### src/rtl/hazard_ctrl.sv
// Pipeline hazard controller: stalls, flushes and freezes the five pipeline
// latches for cache misses, load-use, redirects and the halt drain.
module hazard_ctrl (
  input  logic        CLK,
  input  logic        RST,
  input  logic        ihit,
  input  logic        dhit,
  input  logic        mem_ren,
  input  logic        mem_wen,
  input  logic        mem_atomic,
  input  logic        ex_dren,
  input  logic [4:0]  ex_rd,
  input  logic [4:0]  id_rs,
  input  logic [4:0]  id_rt,
  input  logic        id_uses_rt,
  input  logic        redirect,
  input  logic        mem_halt,
  output logic        pc_en,
  output logic        ifid_en,
  output logic        ifid_flush,
  output logic        idex_en,
  output logic        idex_flush,
  output logic        idex_freeze,
  output logic        exmem_en,
  output logic        exmem_flush,
  output logic        memwb_en,
  output logic        halt,
  output logic [15:0] stall_cnt
);

  typedef enum logic [1:0] {
    RUN,
    MEM_WAIT,
    HALT_DRAIN,
    HALTED
  } state_e;

  state_e      state_q, state_d, st;
  logic [1:0]  drain_q, drain_d;
  logic        halt_q, halt_d;
  logic [15:0] stall_cnt_q, stall_cnt_d;
  logic        mreq, mem_wait, load_use;

  // Atomics already raise mem_ren/mem_wen, so they wait on dhit like any op.
  logic unused_atomic;
  assign unused_atomic = mem_atomic;

  assign mreq     = mem_ren | mem_wen;
  assign mem_wait = mreq & ~dhit;
  assign load_use = ex_dren && (ex_rd != 5'd0) &&
                    ((ex_rd == id_rs) || (id_uses_rt && (ex_rd == id_rt)));

  always_comb begin
    st          = RST ? RUN : state_q;
    pc_en       = 1'b1;
    ifid_en     = 1'b1;
    ifid_flush  = 1'b0;
    idex_en     = 1'b1;
    idex_flush  = 1'b0;
    idex_freeze = 1'b0;
    exmem_en    = 1'b1;
    exmem_flush = 1'b0;
    memwb_en    = 1'b1;
    priority case (1'b1)
      (st == HALTED): begin
        pc_en       = 1'b0;
        ifid_en     = 1'b0;
        idex_en     = 1'b0;
        exmem_en    = 1'b0;
        memwb_en    = 1'b0;
        idex_freeze = 1'b1;
      end
      (st == HALT_DRAIN): begin
        pc_en       = 1'b0;
        ifid_flush  = 1'b1;
        idex_flush  = 1'b1;
        exmem_flush = 1'b1;
      end
      mem_wait: begin
        pc_en       = 1'b0;
        ifid_en     = 1'b0;
        idex_en     = 1'b0;
        exmem_en    = 1'b0;
        memwb_en    = 1'b0;
        idex_freeze = 1'b1;
      end
      redirect: begin
        ifid_flush = 1'b1;
        idex_flush = 1'b1;
      end
      load_use: begin
        pc_en      = 1'b0;
        ifid_en    = 1'b0;
        idex_flush = 1'b1;
      end
      (!ihit): begin
        pc_en      = 1'b0;
        ifid_flush = 1'b1;
      end
      default: ;
    endcase
  end

  always_comb begin
    state_d = state_q;
    drain_d = drain_q;
    unique case (state_q)
      RUN: begin
        if (mem_wait) begin
          state_d = MEM_WAIT;
        end else if (mem_halt) begin
          state_d = HALT_DRAIN;
          drain_d = 2'd0;
        end
      end
      MEM_WAIT: begin
        if (!mem_wait) state_d = RUN;
      end
      HALT_DRAIN: begin
        if (drain_q == 2'd1) state_d = HALTED;
        else drain_d = drain_q + 2'd1;
      end
      HALTED: ;
      default: state_d = RUN;
    endcase
  end

  always_comb begin
    halt_d      = halt_q | (state_d == HALTED);
    stall_cnt_d = stall_cnt_q;
    if (!pc_en && (state_q == RUN || state_q == MEM_WAIT) &&
        stall_cnt_q != 16'hFFFF)
      stall_cnt_d = stall_cnt_q + 16'd1;
  end

  always_ff @(posedge CLK) begin
    if (RST) begin
      state_q     <= RUN;
      drain_q     <= 2'd0;
      halt_q      <= 1'b0;
      stall_cnt_q <= 16'd0;
    end else begin
      state_q     <= state_d;
      drain_q     <= drain_d;
      halt_q      <= halt_d;
      stall_cnt_q <= stall_cnt_d;
    end
  end

  assign halt      = halt_q;
  assign stall_cnt = stall_cnt_q;

endmodule

### config.mk
export PLATFORM = sky130hd
export DESIGN_NAME = hazard_ctrl
export DESIGN_NICKNAME = d
export VERILOG_FILES = /design/src/rtl/hazard_ctrl.sv
export SDC_FILE = /design/constraint.sdc
export NUM_CORES = 1
export LEC_CHECK = 0
export CAP_MARGIN = 15
export CORE_ASPECT_RATIO = 0.75
export CORE_MARGIN = 1.5
export CORE_UTILIZATION = 46
export DETAILED_ROUTE_END_ITERATION = 8
export HOLD_SLACK_MARGIN = 0.06
export PLACE_DENSITY = 0.88
export SLEW_MARGIN = 20
export SYNTH_ARGS = -nofsm -noshare
export SYNTH_HDL_FRONTEND = slang
export SYNTH_SLANG_ARGS = --single-unit
### constraint.sdc
create_clock -name CLK -period 4.6 [get_ports CLK]
set_clock_uncertainty 0.05 [all_clocks]
set_input_delay 0.92 -clock CLK [delete_from_list [all_inputs] [get_ports CLK]]
set_output_delay 0.92 -clock CLK [all_outputs]
set_load 0.02 [all_outputs]
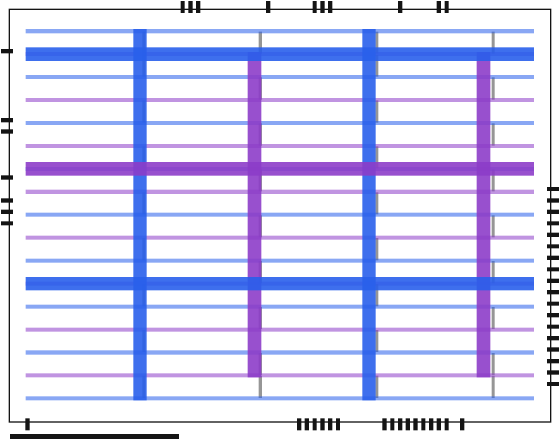
*Supply network, run 1*
Bar = 20 µm. Pins as bars on the die edge. Tap cells in grey.
colour	net
purple	VDD
blue	VSS
signal pins	52
rows	16

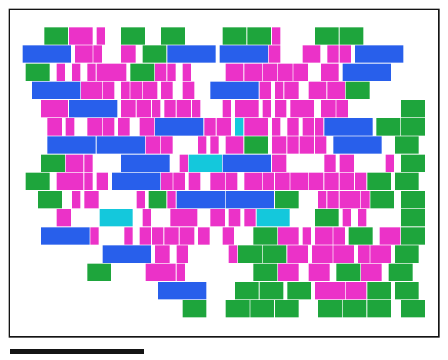
*Cell classes on the final placement, run 1*
Bar = 20 µm.
colour	class	cells	share of their area
cyan	clock drivers and dummy loads	4	2.5%
magenta	combinational and other logic	138	46%
blue	flops	21	23%
green	other buffers and delay cells	51	28%
final core occ: 0.701
Design Area, Final: 0.00184 mm²
row count: 16
flop share of the area: 0.229
core area: 0.00262 mm²

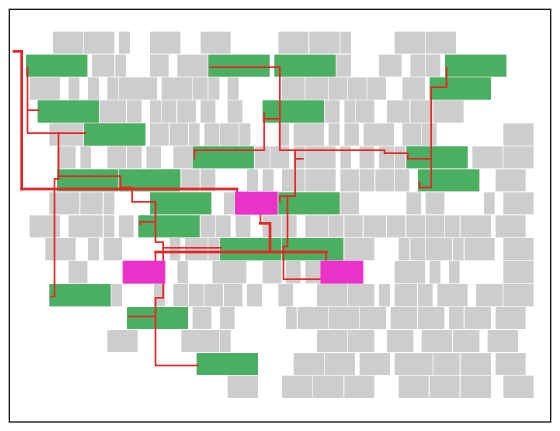
*Routed clock nets over the placement, run 1*
[magenta] clock drivers | count: 3
[green] flip-flops | count: 21
[red] clock wires | length: 270 µm
routed clock nets	4
Clk power: 122 µW
power share of the clock group: 0.290
Latency at later pin: 0.26 ns

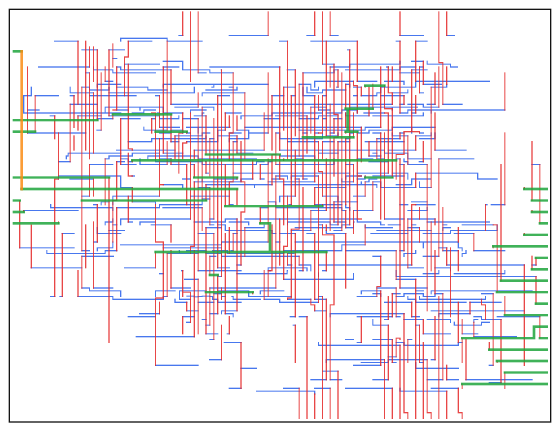
*Wiring by layer, run 1*
colour	layer	wire length
orange	metal 4	16.3 µm
green	metal 3	265 µm
red	metal 2	1740 µm
blue	metal 1	1560 µm

run 1: kinds of logic after synthesis:
| logic type | after synthesis | share of synthesized area |
|---|---|---|
| flops | 21 | 0.327 |
| xor+xnor | 10 | 0.0682 |
| compound gates | 35 | 0.165 |
| simple gates | 79 | 0.328 |
| mux | 4 | 0.0341 |
| fa+ha+maj | 2 | 0.0195 |
| buf+inv | 15 | 0.0575 |
run 1: metrics by stage:
stage / hold WS (ns) / worst slack [ns] / utilization / instances / area [µm²]
final: 0.399 / 0.327 / 0.701 / 250 / 1840
after floorplan: 0.407 / 1.19 / - / 166 / 1280
after global placement: 0.391 / 0.375 / 0.684 / 246 / 1790
after detailed placement: 0.398 / 0.322 / 0.684 / 246 / 1790
after CTS: 0.409 / 0.318 / 0.701 / 250 / 1840
after global routing: 0.429 / 0.166 / 0.701 / 250 / 1840
run 1: worst paths after layout:
kind	to	slack, ns	cells past startpoint
worst max-delay path	ifid_flush	0.33	7
worst min-delay path	halt	0.40	2
worst max register to register	stall_cnt[5]	2.14	7
worst min register to register	halt	0.40	2
run 1: cell usage after synthesis, types with 2 or more instances:
cell type	number	share of area
a21oi_1	12	0.047
and3_1	4	0.019
buf_2	2	0.0078
buf_4	2	0.012
clkbuf_1	2	0.0059
dfxtp_1	21	0.33
ha_1	2	0.019
inv_1	8	0.023
mux2_2	3	0.026
nand2_1	13	0.038
nand2b_1	4	0.019
nand3_1	8	0.031
nand4_1	4	0.019
nor2_1	15	0.044
nor2b_1	3	0.015
nor3_1	6	0.023
nor4_1	6	0.029
o21ai_0	11	0.043
o21bai_1	4	0.023
o31ai_1	3	0.018
or3_1	7	0.034
or4_1	4	0.023
xor2_1	9	0.061
run 1: placed cells by master, fill, tap and decap left out, types with 2 or more instances in the layout:
cell	Yosys	routed
a21oi_1	12	12
and3_1	4	4
clkbuf_8	0	3
clkdlybuf4s50_1	0	50
dfxtp_1	21	21
ha_1	2	2
inv_1	8	8
mux2_2	3	3
nand2_1	13	13
nand2b_1	4	4
nand3_1	8	8
nand4_1	4	4
nor2_1	15	15
nor2b_1	3	3
nor3_1	6	6
nor4_1	6	6
o21ai_0	11	11
o21bai_1	4	4
o31ai_1	3	3
or3_1	7	7
or4_1	4	4
xor2_1	9	9
run 1: registers in the layout, indices dropped and copies added (netlist names):
signal / flops
stall_cnt: 16
halt: 1
drain_q: 2
state_q: 2
run 1: routing by layer:
layer	vias to the layer above	routed length [µm]	GRT usage
met5	-	0	0
met4	0	16	0.0435
met3	2	265	0.0581
met2	59	1740	0.420
met1	634	1560	0.298
li1	694	-	-
run 1: worst max-delay path: stages:
cell and delay [ns]:
clkdlybuf4s50_1 0.47, or4_1 0.53, o21ai_1 0.22, nor3_1 0.06
or2_2 0.30, o21ai_0 0.18, clkdlybuf4s50_1 0.62
run 1: report_power, final:
group	switching [mW]	internal (mW)	leakage [nW]
combinational	0.0532	0.0530	0.458
sequential	0.00538	0.187	0.170
clock	0.0599	0.0617	0.0228
total	0.119	0.302	0.651
==> summary.txt, run 1 <==
Die ar. = 0.00312 mm²
Cell count in the Yosys report = 166
Biggest Area Class = multi-input combinational cells
Max Clock Freq = 0.234 GHz
Nonclk buf count = 51
Worst setup SP type = input pin
Vias in the first global route = 1286
Final Power = 420 µW
WL/cell = 14.3 µm
Worst-path clk slew = 0.07 ns
Via density = 5.56
Chip Area, Yosys = 0.00128 mm²
Final setup TNS = 0 ns
Input/output buffers = 50
Nets@finish = 243
CTS Sinks = 21
Hold Path Class = reg -> reg
Post-Synthesis Net Count = 194
Tap cells = 36
Ys Warns = 0
Max_cap viols = 0
Status = complete, no violations
Largest net degree at the start of global routing = 28
Register area = 420 µm²
Critical Path AT = 3.30 ns
Critical-path maximum fanout = 3
CTS buffer count = 3
Initial antenna violation count = 0
RSZ-0062 raised after global routing = no
First-pass GRT wire length = 5.92 mm
H-tree depth = 1
IO Pins = 52
Number of antenna repair diodes = 0
Ys async rst share = 0
Peak supply drop = 0.000203 V
Post_cts resized = 0
Share of cells above drive strength 1 = 0.0421
EDFF count, synth = 0
Ys flop type = dfxtp_1
Die y size = 48.8 µm
FP Core Util = 0.490
Hold buffer count at CTS = 0
Routed via count = 1389
Synthesized area = 0.00128 mm²
Critical path class = in -> out
Post-layout period usage = 0.929
Seq_cells = 21
Area grow syn2layout = 43.2%
GRT overflow = 0
Leakage = 0.651 nW
Worst-Margin Slew = 0.806 ns
Clock Tree Root = clkbuf_8
Post-layout min period = 4.27 ns
Synth Seq Share = 0.327
Clock buffer count = 4
Buffering overhead = 0.276
Log Warnings = 27
Fillers = 211
GRT Total Usage = 0.239
Cells after synthesis = 166
Slew Viols, Final = 0
Comb. cell area = 790 µm²
Relative max-transition margin = 0.463
CTS tree = done
Wirelength, routed = 3.58 mm
Die width = 64 µm
Crit end category = output port
Hold_sp = halt
Initial DRC count = 97
Final hold violation count = 0
Antenna-violating nets left = 0
HPWL Detailed = 2.71 mm
Crit path from = ex_rd[1]
Netlist cell types = 36
Clock-cell share = 0.0245
Setup bufs post-CTS = 0
Multi-Input Combinational = 130
Yosys reg bits = 21
Critical R2R Launch = stall_cnt[0]
### Congestion heat map, run 1

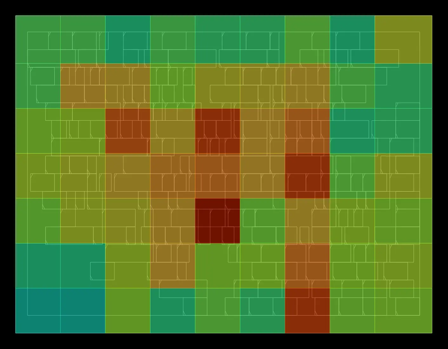

==> run 2: changes to the inputs <==
--- a/config.mk
+++ b/config.mk
@@ -9,6 +9,7 @@
 export CORE_ASPECT_RATIO = 0.75
 export CORE_MARGIN = 1.5
 export CORE_UTILIZATION = 46
+export CTS_CLUSTER_DIAMETER = 40
 export DETAILED_ROUTE_END_ITERATION = 8
 export HOLD_SLACK_MARGIN = 0.06
 export PLACE_DENSITY = 0.88
==> constraint.sdc (replaced) <==
create_clock -name CLK -period 4.6 [get_ports CLK]
set_clock_uncertainty 0.05 [all_clocks]
set_input_delay 0.69 -clock CLK [delete_from_list [all_inputs] [get_ports CLK]]
set_output_delay 0.69 -clock CLK [all_outputs]
set_load 0.02 [all_outputs]
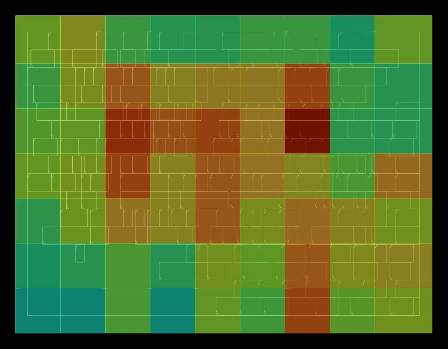
*Congestion heat map, run 2*
final core occ: 0.701
busiest grt layer: met2
met2 Use GR: 0.411
WL/cell: 14.2 µm
met1 usage: 0.305

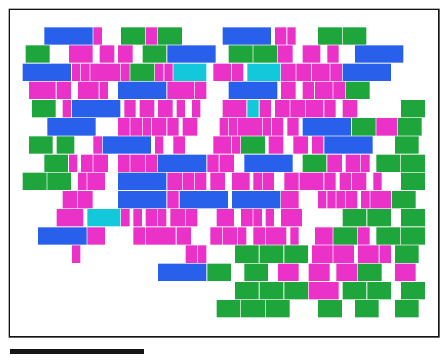
*Cell classes on the final placement, run 2*
Bar = 20 µm.
colour	class	cells	share of their area
magenta	combinational and other logic	138	46%
green	other buffers and delay cells	51	28%
blue	flops	21	23%
cyan	clock drivers and dummy loads	4	2.6%
flop share of the area: 0.229
Design Area, Final: 0.00184 mm²

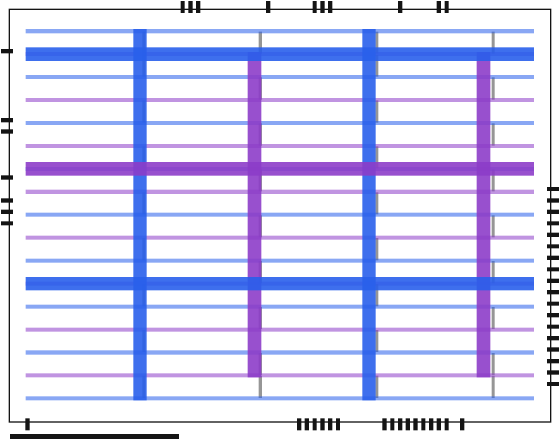
*Supply network, run 2*
Bar = 20 µm. Pins as bars on the die edge. Tap cells in grey.
colour	net
purple	VDD
blue	VSS
signal pins	52
met4 straps	4
rows	16

==> run 2 against run 1 <==
  * Critical path depth unchanged
  * Synthesized cell count unchanged
  * Wire length down 0.64%
  * Highest routed layer unchanged
==> summary.txt, run 2 <==
Setup bufs post-CTS = 0 (unchanged)
Leading area contributor after synthesis = dfxtp_1 (unchanged)
Synth Seq Share = 0.327 (unchanged)
Max Clock Freq = 0.261 GHz (was 0.234 GHz)
Routed via count = 1412 (was 1389)
Met3 Track Usage GR = 0.0581 (unchanged)
Log Warnings = 27 (unchanged)
Chip Area, Yosys = 0.00128 mm² (unchanged)
Worst setup SP type = input pin (unchanged)
GRT overflow = 0 (unchanged)
Power share of the sequential group = 0.453 (was 0.458)
Combinational share of power = 0.251 (was 0.253)
Comb. cell area = 790 µm² (unchanged)
Via density = 5.65 (was 5.56)
Post_cts resized = 0 (unchanged)
Post-layout period usage = 0.834 (was 0.929)
Hold Path Class = reg -> reg (unchanged)
Commonest cells in the netlist = dfxtp_1 (21), nor2_1 (15), nand2_1 (13) (unchanged)
Nets@finish = 243 (unchanged)
Critical-path maximum fanout = 3 (unchanged)
Antenna-violating nets left = 0 (unchanged)
Worst Reg-to-Reg Cells = 7 (unchanged)
Reg-to-reg slack, setup = 2.17 ns (was 2.14 ns)
Max_cap viols = 0 (unchanged)
Hold_sp = halt (unchanged)
Critical path class = in -> out (unchanged)
Netlist cell types = 36 (unchanged)
Worst Hold End = halt (unchanged)
Row count = 16 (unchanged)
Worst-Margin Slew = 0.815 ns (was 0.806 ns)
Peak supply drop = 0.000204 V (was 0.000203 V)
Switch share = 0.291 (was 0.282)
Most frequent cells in the layout = clkdlybuf4s50_1 (50), dfxtp_1 (21), nor2_1 (15) (unchanged)
Largest net degree at the start of global routing = 28 (unchanged)
Power share of the clock group = 0.296 (was 0.290)
Clock Tree Root = clkbuf_8 (unchanged)
Relative max-transition margin = 0.452 (was 0.463)
Vias in the first global route = 1301 (was 1286)
Worst-path clk slew = 0.08 ns (was 0.07 ns)
Ys flop type = dfxtp_1 (unchanged)
Final setup TNS = 0 ns (unchanged)
Initial antenna violation count = 0 (unchanged)
FF-to-FF End = stall_cnt[5] (unchanged)
Commonest non-fill, non-tap cell in the layout = clkdlybuf4s50_1 (unchanged)
Crit end category = output port (unchanged)
Area leader share = 0.327 (unchanged)
IO Pins = 52 (unchanged)
RSZ-0062 raised after global routing = no (unchanged)
Share of cells above drive strength 1 = 0.0467 (was 0.0421)
Hold buffer count at CTS = 0 (unchanged)
Synthesized area = 0.00128 mm² (unchanged)
Wirelength, routed = 3.55 mm (was 3.58 mm)
Status = complete, no violations (unchanged)
Post-layout min period = 3.83 ns (was 4.27 ns)
Setup WS pre-CTS = 0.771 ns (was 0.322 ns)
Ys Warns = 0 (unchanged)
-- run 2: netlist changes by cell type in the layout (fill, tap and decap cells not counted), sizes merged --
cell,previous run,this run
clkbuf,4,3
clkinv,0,1
-- run 2: how the worst max path moves through the flow --
stage / endpoint / slack [ns] / start
3_5_place_dp: ifid_flush / 0.77 / ex_rd[1]
5_1_grt: ifid_flush / 0.66 / ex_rd[1]
4_1_cts: ifid_flush / 0.76 / ex_rd[1]
3_3_place_gp: ifid_flush / 0.83 / ex_rd[1]
2_1_floorplan: ifid_flush / 1.65 / ex_rd[1]
6_report: ifid_flush / 0.77 / ex_rd[1]
-- run 2: worst max-delay path, stage by stage --
cell,delay (ns)
clkdlybuf4s50_1,0.47
or4_1,0.54
o21ai_1,0.22
nor3_1,0.06
or2_2,0.30
o21ai_0,0.18
clkdlybuf4s50_1,0.63
-- run 2: final cells by class --
cell class              instances  share of cell area
well taps                      36              0.0245
multi-input cells             130               0.429
inverters                       8              0.0163
clock inverters                 1             0.00272
clock buffers                   3              0.0224
repair buffers                 51               0.276
flip-flops and latches         21               0.229
-- run 2: metrics by stage --
stage | utilization | power, mW | instances
after global routing | 0.701 | 0.441 | 250
after CTS | 0.701 | 0.423 | 250
final | 0.701 | 0.423 | 250
after floorplan | - | 0.254 | 166
after detailed placement | 0.684 | 0.302 | 246
after global placement | 0.684 | 0.298 | 246
-- run 2: cell families after synthesis --
family | synth area share
xor+xnor | 0.0682
flops | 0.327
mux | 0.0341
buf+inv | 0.0575
simple gates | 0.328
compound gates | 0.165
fa+ha+maj | 0.0195
-- run 2: metal layers --
layer | share of wire | vias up | wire [µm]
li1 | - | 698 | -
met1 | 0.42 | 641 | 1500
met2 | 0.49 | 67 | 1740
met3 | 0.081 | 6 | 289
met4 | 0.0082 | 0 | 29
met5 | 0 | - | 0
-- run 2: power groups by stage --
| stage | combinational (mW) | clock (mW) | sequential [mW] |
|---|---|---|---|
| after global placement | 0.102 | 0 | 0.196 |
| after global routing | 0.115 | 0.133 | 0.193 |
| final | 0.106 | 0.125 | 0.192 |
| after detailed placement | 0.106 | 0 | 0.196 |
| after CTS | 0.106 | 0.125 | 0.192 |
| after floorplan | 0.0550 | 0 | 0.199 |
Power figures rest on the tool's default switching activity, not on a simulated workload.
